==> run_1/density.png <==
5 x 7 tiles, from white (low) to dark blue (high), 0 to 100% covered.
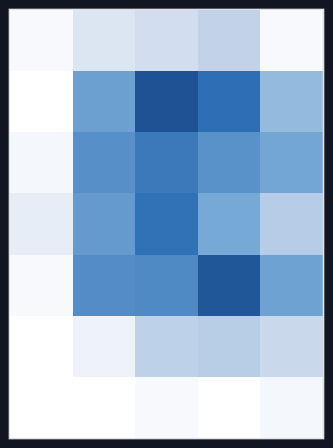
==> run_1/met2.png <==
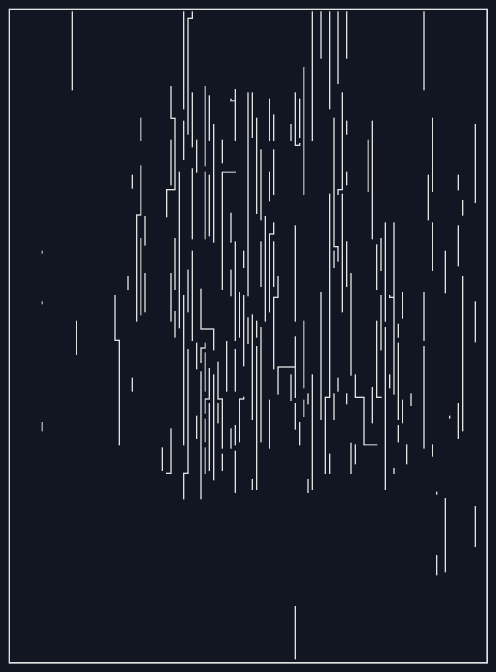
==> run_1/gate_families.png <==
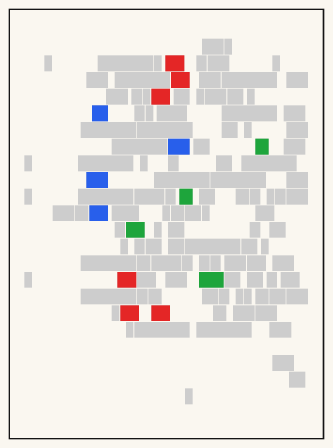
### src/rtl/rsc_turbo_encoder.sv
// rsc_turbo_encoder: LTE RSC constituent encoder (fb 1+D2+D3, fwd 1+D+D3)
// producing systematic/parity bits and +/-MAG BPSK LLRs for FPTD sections.
// Optional build macro FPTD_TERM_EN: adds three trellis-termination steps.
// Ports: Clock, nReset (async, low), nClear (sync, low), Enable (hold when low),
//   Start; in_valid/in_bit/in_ready input handshake; out_valid/out_ready
//   output handshake carrying b1_ideal, b2, ba1, ba2, tail, last; busy, done.
module rsc_turbo_encoder #(
  parameter int M   = 6,
  parameter int K   = 40,
  parameter int MAG = 8
) (
  input  logic                Clock,
  input  logic                nReset,
  input  logic                nClear,
  input  logic                Enable,
  input  logic                Start,
  input  logic                in_valid,
  input  logic                in_bit,
  output logic                in_ready,
  output logic                out_valid,
  input  logic                out_ready,
  output logic                b1_ideal,
  output logic                b2,
  output logic signed [M-1:0] ba1,
  output logic signed [M-1:0] ba2,
  output logic                tail,
  output logic                last,
  output logic                busy,
  output logic                done
);

  localparam int CW = $clog2(K + 1);
  localparam logic signed [M-1:0] POS = M'(MAG);
  localparam logic signed [M-1:0] NEG = -POS;

`ifdef FPTD_TERM_EN
  typedef enum logic [1:0] {IDLE, DATA, TERM, DRAIN} state_t;
`else
  typedef enum logic [1:0] {IDLE, DATA, DRAIN} state_t;
`endif

  state_t          st;
  logic [2:0]      trellis;
  logic [CW-1:0]   cnt;
  logic            slot_free;
  logic            accept;
  logic            load;
  logic            din;
  logic            fb;
  logic            par;
  logic            data_last;
  logic            last_step;
  logic            is_tail;

  function automatic logic signed [M-1:0] llr(input logic b);
    return b ? NEG : POS;
  endfunction

  assign slot_free = !out_valid || out_ready;
  assign in_ready  = Enable && (st == DATA) && slot_free;
  assign accept    = in_valid && in_ready;
  assign data_last = (cnt == CW'(K - 1));
  assign busy      = (st != IDLE);

`ifdef FPTD_TERM_EN
  logic [1:0] tcnt;
  logic       load_tail;
  assign is_tail   = (st == TERM);
  assign load_tail = Enable && is_tail && slot_free;
  assign load      = accept || load_tail;
  assign last_step = load_tail && (tcnt == 2'd2);
  // tail input cancels the feedback so the register flushes to zero
  assign din       = is_tail ? (trellis[1] ^ trellis[2]) : in_bit;
`else
  assign is_tail   = 1'b0;
  assign load      = accept;
  assign last_step = accept && data_last;
  assign din       = in_bit;
`endif

  // trellis[0] = s1 (newest), trellis[2] = s3
  assign fb  = din ^ trellis[1] ^ trellis[2];
  assign par = fb ^ trellis[0] ^ trellis[2];

  always_ff @(posedge Clock or negedge nReset) begin
    if (!nReset) begin
      st        <= IDLE;
      trellis   <= '0;
      cnt       <= '0;
      out_valid <= 1'b0;
      b1_ideal  <= 1'b0;
      b2        <= 1'b0;
      ba1       <= '0;
      ba2       <= '0;
      tail      <= 1'b0;
      last      <= 1'b0;
      done      <= 1'b0;
`ifdef FPTD_TERM_EN
      tcnt      <= '0;
`endif
    end else if (!nClear) begin
      st        <= IDLE;
      trellis   <= '0;
      cnt       <= '0;
      out_valid <= 1'b0;
      b1_ideal  <= 1'b0;
      b2        <= 1'b0;
      ba1       <= '0;
      ba2       <= '0;
      tail      <= 1'b0;
      last      <= 1'b0;
      done      <= 1'b0;
`ifdef FPTD_TERM_EN
      tcnt      <= '0;
`endif
    end else if (Enable) begin
      done <= 1'b0;
      if (load) begin
        out_valid <= 1'b1;
        b1_ideal  <= din;
        b2        <= par;
        ba1       <= llr(din);
        ba2       <= llr(par);
        tail      <= is_tail;
        last      <= last_step;
        trellis   <= {trellis[1:0], fb};
      end else if (out_ready) begin
        out_valid <= 1'b0;
      end
      unique case (st)
        IDLE: begin
          if (Start) begin
            st      <= DATA;
            trellis <= '0;
            cnt     <= '0;
          end
        end
        DATA: begin
          if (accept) begin
            cnt <= cnt + 1'b1;
            if (data_last) begin
`ifdef FPTD_TERM_EN
              st   <= TERM;
              tcnt <= '0;
`else
              st   <= DRAIN;
`endif
            end
          end
        end
`ifdef FPTD_TERM_EN
        TERM: begin
          if (load_tail) begin
            tcnt <= tcnt + 2'd1;
            if (tcnt == 2'd2) st <= DRAIN;
          end
        end
`endif
        DRAIN: begin
          if (out_valid && out_ready) begin
            st   <= IDLE;
            done <= 1'b1;
          end
        end
        default: st <= IDLE;
      endcase
    end
  end

endmodule

### config.mk
export PLATFORM = sky130hd
export DESIGN_NAME = rsc_turbo_encoder
export DESIGN_NICKNAME = d
export VERILOG_FILES = /design/src/rtl/rsc_turbo_encoder.sv
export SDC_FILE = /design/constraint.sdc
export NUM_CORES = 1
export LEC_CHECK = 0
export CORE_ASPECT_RATIO = 1.4
export CORE_MARGIN = 2
export CORE_UTILIZATION = 31
export CTS_CLUSTER_DIAMETER = 150
export DETAILED_ROUTE_END_ITERATION = 12
export GPL_ROUTABILITY_DRIVEN = 1
export PLACE_DENSITY = 0.64
export SLEW_MARGIN = 10
export SYNTH_ARGS = -nofsm -noshare
export SYNTH_HDL_FRONTEND = slang
export SYNTH_SLANG_ARGS = --single-unit
### constraint.sdc
create_clock -name Clock -period 1.9 [get_ports Clock]
set_input_delay 0.285 -clock Clock [delete_from_list [all_inputs] [get_ports Clock]]
set_output_delay 0.285 -clock Clock [all_outputs]
set_load 0.01 [all_outputs]
==> run_results.csv, run 1 <==
group,metric,value,unit
timing,finalHoldWorstSlack,0.3571,ns
finish,fin_cells,161,
grt,grt_util_all_layers,12.31,%
finish,num-nonclk-buffers,30,
die,dieHeight,69.92,um
placed_design,placed_cell_area,1186,um2
placed_design,place.gp.congestion,0.7771,
detailed_routing,antenna_left,0,
finish,mostFrequentLayoutCell,"sky130_fd_sc_hd__clkdlybuf4s50_1",
grt,grt_first_pass_wirelength,3387,um
grt,vias_in_the_first_global_route,785,
synth,synth_adder_area_share,1.300,%
critical_path,setup.reg_to_reg.worst_slack,0.29,ns
synth,post_synth_ao_oa_area_fraction,12.87,%
critical_path,end_kind,"output port",
clocking,clk_transition_reported_paths,0.07,ns
synth,area_leaders,"sky130_fd_sc_hd__dfrtp_1 (44%), sky130_fd_sc_hd__buf_4 (9.4%), sky130_fd_sc_hd__xnor2_1 (4.6%)",
synth,post_synth_num_cell_types,33,
detailed_routing,drcViolationCount,0,
finish,final-clk-cell-share,3.753,%
critical_path,critical_path_class,"register to output port",
finish,final_net_count,134,
finish,inv_count,1,
timing,finalHoldViolCount,0,
synth,yosys_warnings,0,
min_path,holdCritPathClass,"input pin to async pin",
finish,logic_area,437.9,um2
timing,timing.clock.skew,0.002333,ns
timing,count_of_endpoints_failing_setup_in_the_final_report,0,
critical_path,reg2reg_to,"cnt[5]",
critical_path,r2r_cells,4,
critical_path,start_kind,"register",
clocking,h-tree-depth,1,
synth,post-synth-top-count-cell,"sky130_fd_sc_hd__dfrtp_1",
finish,n_fill_cell,280,
critical_path,worst_path_dominant_cell_family,"buffers and inverters",
finish,comb_share,35.50,%
die,chip_area,3572,um2
finish,layout.nonclk_buf_share,22.21,%
pwr,comb_power_share,13.4,%
clocking,cts_sinks,17,
synth,ys_sh_xor,5.462,%
pwr,power_frac_clock,36.1,%
pwr,power.density_cell_area,596.0,nW/um2
synth,synth_chip_area,962.2,um2
flow_run,cap_viol_max_count,0,
critical_path,r2r_start,"st[1]",
placed_design,pre_cts_ws,-0.0002004,ns
grt,grt_antenna_before_repair,0,
die,die-width,51.09,um
synth,largest_area_contributor_in_the_synthesized_netlist,"sky130_fd_sc_hd__dfrtp_1",
synth,netlist_area,962.2,um2
synth,synth_stat.cells,100,
critical_path,critical_path_peak_fanout,6,
synth,synth_flop_count,17,
pwr,ir_drop,0.3195,mV
synth,ys.flop_type,"sky130_fd_sc_hd__dfrtp_1",
clocking,cts_buffers,3,
critical_path,timing.critical_path.depth,2,
finish,layout.area.seq,425.4,um2
synth,basic_gates_by_area,22.89,%
clocking,post-cts-setup-buffers,0,
die,n_tap_cell,37,
grt,maximum_number_of_pins_on_one_net_before_global_route_repair,18,
placed_design,final_hpwl_from_detailed_placement,1481,um
critical_path,cpPeakStageDelay,0.48,ns
timing,max_fclk,575.4,MHz
critical_path,worstPathCellList,"or2_2 > clkdlybuf4s50_1",
die,fp.coreArea,2907,um2
synth,synth_top_area_share,44.21,%
critical_path,worst_setup_path_endpoint,"busy",
die,ioPinCount,28,
critical_path,critPathBufInv,1,
flow_run,tool_warnings,26,
pwr,power_dissipated_by_switching_net_loads,174.9,uW
detailed_routing,drtPass1Iterations,2,
status,run_status,"finished, final reports clean",
finish,count_of_clock_buffers_in_the_final_design,3,
die,fp-row-count,23,
timing,min_period_over_period,91.46,%
critical_path,cpMaxStageDelayCell,"sky130_fd_sc_hd__clkdlybuf4s50_1",
detailed_routing,first_iter_violations,10,
placed_design,place.port_buffers,20,
synth,ys_top_logic_family,"simple AND/OR/NAND/NOR gates",
detailed_routing,post_drt_wl_per_cell,11.75,um
detailed_routing,vias_per_cell,4.671,
critical_path,worst-endpoint-arrival,1.45,ns
synth,yosysSeqAreaShare,44.21,%
pwr,share_seq_of_total_power,50.5,%
synth,area_fraction_in_mux_cells,0,%
pwr,p_leak,0.0005187,uW
About density.png:
8.6% of the tiles are over 75% full. The mean over all tiles is 33%. The emptiest ninth of the die: lower left. The densest ninth of the die: centre.
floorplan core density: 33.10%
fraction of the core area covered by cells at the end of the flow: 42.45%

About met2.png:
115 nets have wire on it. The layer holds 54% of the routed length. The layer carries 1020 um of wire.
global routing usage on met2: 21.07%
total wirelength of the detailed-routed design: 1891 um

About gate_families.png:
Blue marks AND-OR and OR-AND gates, cells 4, most used a32o_1. Red marks XOR/XNOR gates, cells 6, most used xnor2_1. Green marks AND and OR gates, cells 4.

==> run 1: through the flow <==
step	power (uW)	TNS [ns]
floorplan	434.4	0
global placement	475.9	0
detailed placement	477.3	-0.0002004
CTS	746.0	0
global route	775.2	0
finish	735.3	0
==> run 1: power groups by stage <==
stage,Combinational [uW],Sequential (uW),Clock (uW)
floorplan,56.3,378,0
global placement,98.1,378,0
detailed placement,99.2,378,0
CTS,99.3,371,275
global route,109,372,294
finish,98.3,371,266
==> run 1: flip-flops by register name, indices dropped and copies added (netlist names) <==
name and cells:
cnt 6, ba1 2, st 2, trellis 3, b2 1, out_valid 1, done 1, last 1
==> run 1: layer usage <==
metal  vias up  GRT usage (%)  routed length [um]
met1       359          13.59                 749
met3         2          3.205                  97
met2        18          21.07                1023
li1        373              -                   -
met4         0          6.306                  21
met5         -              0                   0
==> run_1/metal_stack.png <==
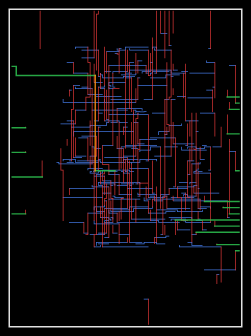

--- run 2 (diff from run 1) ---
--- a/config.mk
+++ b/config.mk
@@ -5,13 +5,14 @@
 export SDC_FILE = /design/constraint.sdc
 export NUM_CORES = 1
 export LEC_CHECK = 0
-export CORE_ASPECT_RATIO = 1.4
 export CORE_MARGIN = 2
 export CORE_UTILIZATION = 31
+export CTS_BUF_LIST = sky130_fd_sc_hd__clkbuf_8
 export CTS_CLUSTER_DIAMETER = 150
 export DETAILED_ROUTE_END_ITERATION = 12
 export GPL_ROUTABILITY_DRIVEN = 1
 export PLACE_DENSITY = 0.64
+export RECOVER_POWER = 50
 export SLEW_MARGIN = 10
 export SYNTH_ARGS = -nofsm -noshare
 export SYNTH_HDL_FRONTEND = slang
==> run_2/metal_stack.png <==
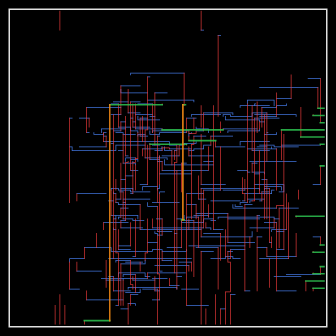
Red marks met2, wire length 989 um. Orange marks met4, wire length 62.6 um. Green marks met3, wire length 72.7 um. Blue marks met1, wire length 865 um.
detail-routed net length per standard cell: 12.51 um
Via Count: 780
total wirelength of the detailed-routed design: 1989 um

==> run 2 against run 1 <==
  * Flip-flop count stayed put
  * Maximum frequency is 0.74% lower
  * Critical path depth stayed put
  * Utilization is 1.4 points lower
  * Synthesized cell count stayed put
  * Cell count is 1.2% lower
==> run_results.csv, run 2 <==
group,metric,value,unit
status,run_status,"finished, final reports clean",
synth,synth_chip_area,962.2,um2
timing,slew-limit-headroom,38.63,%
synth,post_synth_num_cell_types,33,
clocking,clock_latency,0.25,ns
flow_run,cap_viol_max_count,0,
synth,post-synth-top-count-cell,"sky130_fd_sc_hd__dfrtp_1",
die,chip_area,3565,um2
synth,basic_gates_by_area,22.89,%
finish,area_growth_syn_to_layout,28.22,%
finish,logic_area,432.9,um2
critical_path,critPathBufInv,1,
min_path,timing.hold.worst.start,"ba1[3]",
finish,mostFrequentLayoutCell,"sky130_fd_sc_hd__dfrtp_1",
synth,ys.flop_type,"sky130_fd_sc_hd__dfrtp_1",
synth,ys_sh_xor,5.462,%
grt,grtUsageMet1,17.66,%
synth,postSynthAreaPerCell,9.622,um2
synth,post_synth_ao_oa_area_fraction,12.87,%
flow_run,tool_warnings,26,
critical_path,worst-endpoint-arrival,1.47,ns
min_path,holdCritPathClass,"register to register",
pwr,ir_drop,0.2092,mV
finish,max_flop_register,"cnt",
grt,globalRouteMet3Util,1.948,%
finish,final_net_count,136,
detailed_routing,antenna_left,0,
finish,antenna_cells,0,
synth,async_flop_share,100.0,%
critical_path,start_kind,"register",
finish,largest_reg_flops,6,
placed_design,placed_cells,155,
die,dieHeight,59.71,um
detailed_routing,first_iter_violations,23,
timing,max_fclk,571.2,MHz
critical_path,cpPeakStageDelay,0.48,ns
grt,grt_first_pass_wirelength,3574,um
timing,count_of_endpoints_failing_setup_in_the_final_report,0,
placed_design,place.port_buffers,20,
finish,most-common-layout-cells,"sky130_fd_sc_hd__dfrtp_1 (17), sky130_fd_sc_hd__clkdlybuf4s50_1 (14), sky130_fd_sc_hd__nand2_1 (11), sky130_fd_sc_hd__buf_4 (11)",
critical_path,critical_path_peak_fanout,6,
synth,yosys-top-cells-count,"sky130_fd_sc_hd__dfrtp_1 (17), sky130_fd_sc_hd__buf_4 (12), sky130_fd_sc_hd__nand2_1 (11), sky130_fd_sc_hd__a21oi_1 (7)",
detailed_routing,vias_per_cell,4.906,
pwr,p_leak,0.0005367,uW
timing,timing.clock.skew,0.001851,ns
clocking,cts_sinks,17,
die,fp.coreArea,3003,um2
die,ioPinCount,28,
critical_path,worstSetupStartpoint,"st[1]",
placed_design,place.gp.congestion,0.7491,
placed_design,pre_cts_ws,-0.03133,ns
synth,synth_stat.cells,100,
critical_path,timing.critical_path.depth,2,
critical_path,r2r_start,"out_valid",
min_path,whs_path_depth,1,
grt,grt_util_all_layers,13.69,%
finish,layout.area.seq,425.4,um2
synth,synth_adder_area_share,1.300,%
placed_design,final_hpwl_from_detailed_placement,1492,um
pwr,power.density_cell_area,595.5,nW/um2
clocking,tritoncts,"yes",
clocking,cts.hold.buffers_added,0,
synth,area_leaders,"sky130_fd_sc_hd__dfrtp_1 (44%), sky130_fd_sc_hd__buf_4 (9.4%), sky130_fd_sc_hd__xnor2_1 (4.6%)",
synth,ys_top_logic_family,"simple AND/OR/NAND/NOR gates",
grt,vias_in_the_first_global_route,763,
timing,layout_min_cycle_time,1.751,ns
critical_path,critical_path_class,"register to output port",
finish,top_flop_regs,"cnt: 6 flops, trellis: 3 flops",
synth,syn_inst_count,100,
clocking,h-tree-depth,1,
timing,finalHoldWorstSlack,0.5194,ns
grt,grt_overflow,0,
synth,largest_area_contributor_in_the_synthesized_netlist,"sky130_fd_sc_hd__dfrtp_1",
synth,area_fraction_in_mux_cells,0,%
critical_path,worstPathCellList,"or2_2 > clkdlybuf4s50_1",
finish,drive_gt1_share,13.49,%
detailed_routing,routedLengthMet1,865,um
timing,rsz0062_at_grt,"false",
finish,finalInstanceArea,1234,um2
die,fp-row-count,20,
synth,yosysSeqAreaShare,44.21,%
grt,grt_antenna_before_repair,0,
grt,globalRoute.busiestLayer,"met2",
finish,final_core_utilization,41.08,%
detailed_routing,topRoutingLayerUsed,"met4",
critical_path,reg2reg_to,"ba1[4]",
critical_path,setup.reg_to_reg.worst_slack,0.26,ns
timing,finalHoldViolCount,0,
critical_path,cp.required,1.62,ns
min_path,worstHoldEndpoint,"ba1[3]",
grt,global_routing_usage_on_met2,20.96,%
die,die-width,59.71,um
detailed_routing,detailroute.wirelength.met3,72,um
finish,fin_cells,159,
synth,count_of_library_flops_with_an_enable_pin,0,
critical_path,worst_path_dominant_cell_family,"buffers and inverters",
critical_path,worst_setup_path_endpoint,"busy",
synth,synth_top_area_share,44.21,%
clocking,cts_buffers,3,
die,initial_core_util,32.04,%
critical_path,end_kind,"output port",
timing,slew_viol_final,0,
critical_path,r2r_cells,6,
timing,tns,0,ns
critical_path,cpMaxStageDelayCell,"sky130_fd_sc_hd__clkdlybuf4s50_1",
detailed_routing,drtPass1Iterations,4,
detailed_routing,drcViolationCount,0,
finish,n_fill_cell,329,
timing,max_slew.worst_pin.slew,0.9205,ns
pwr,post-layout-total-power,734.7,uW
clocking,bufs_on_longest_clock_path,2,
clocking,clk_transition_reported_paths,0.06,ns
timing,min_period_over_period,92.14,%
timing,timing.final.ws_setup,0.1493,ns
grt,maximum_number_of_pins_on_one_net_before_global_route_repair,18,
clocking,cts_root_buf,"sky130_fd_sc_hd__clkbuf_8",
synth,yosys_warnings,0,
synth,synth_flop_count,17,
synth,netlist_area,962.2,um2
detailed_routing,detailroute.wirelength.met2,989,um
placed_design,placed_cell_area,1196,um2
run 2: netlist changes by cell type in the layout (fill, tap and decap cells not counted), sizes merged:
cell,before,now
clkdlybuf4s50,19,14
dlygate4sd3,0,5
buf,10,11
clkbuf,3,4
clkinv,1,0
inv,1,2
run 2: layout make-up:
class	count	share of cell area, %
clock buffers	3	3.347
clock inverters	1	0.3043
flip-flops and latches	17	34.48
well taps	33	3.347
multi-input cells	72	35.09
repair buffers	32	23.12
inverters	1	0.3043
run 2: what timing repair did:
item	4_1_cts	5_1_grt
endpoints found under the setup margin	1	0
setup buffers	0	0
resized	2	0
endpoints found under the hold margin	0	0
run 2: power by group:
part	total, uW	switching, uW	internal, uW	leakage, uW
logic	98.1	49.6	48.5	0.000274
registers	372	5.53	366	0.000236
clock network	265	121	143	0.0000269
No activity file was given, so power comes from the tool's default toggle rates.
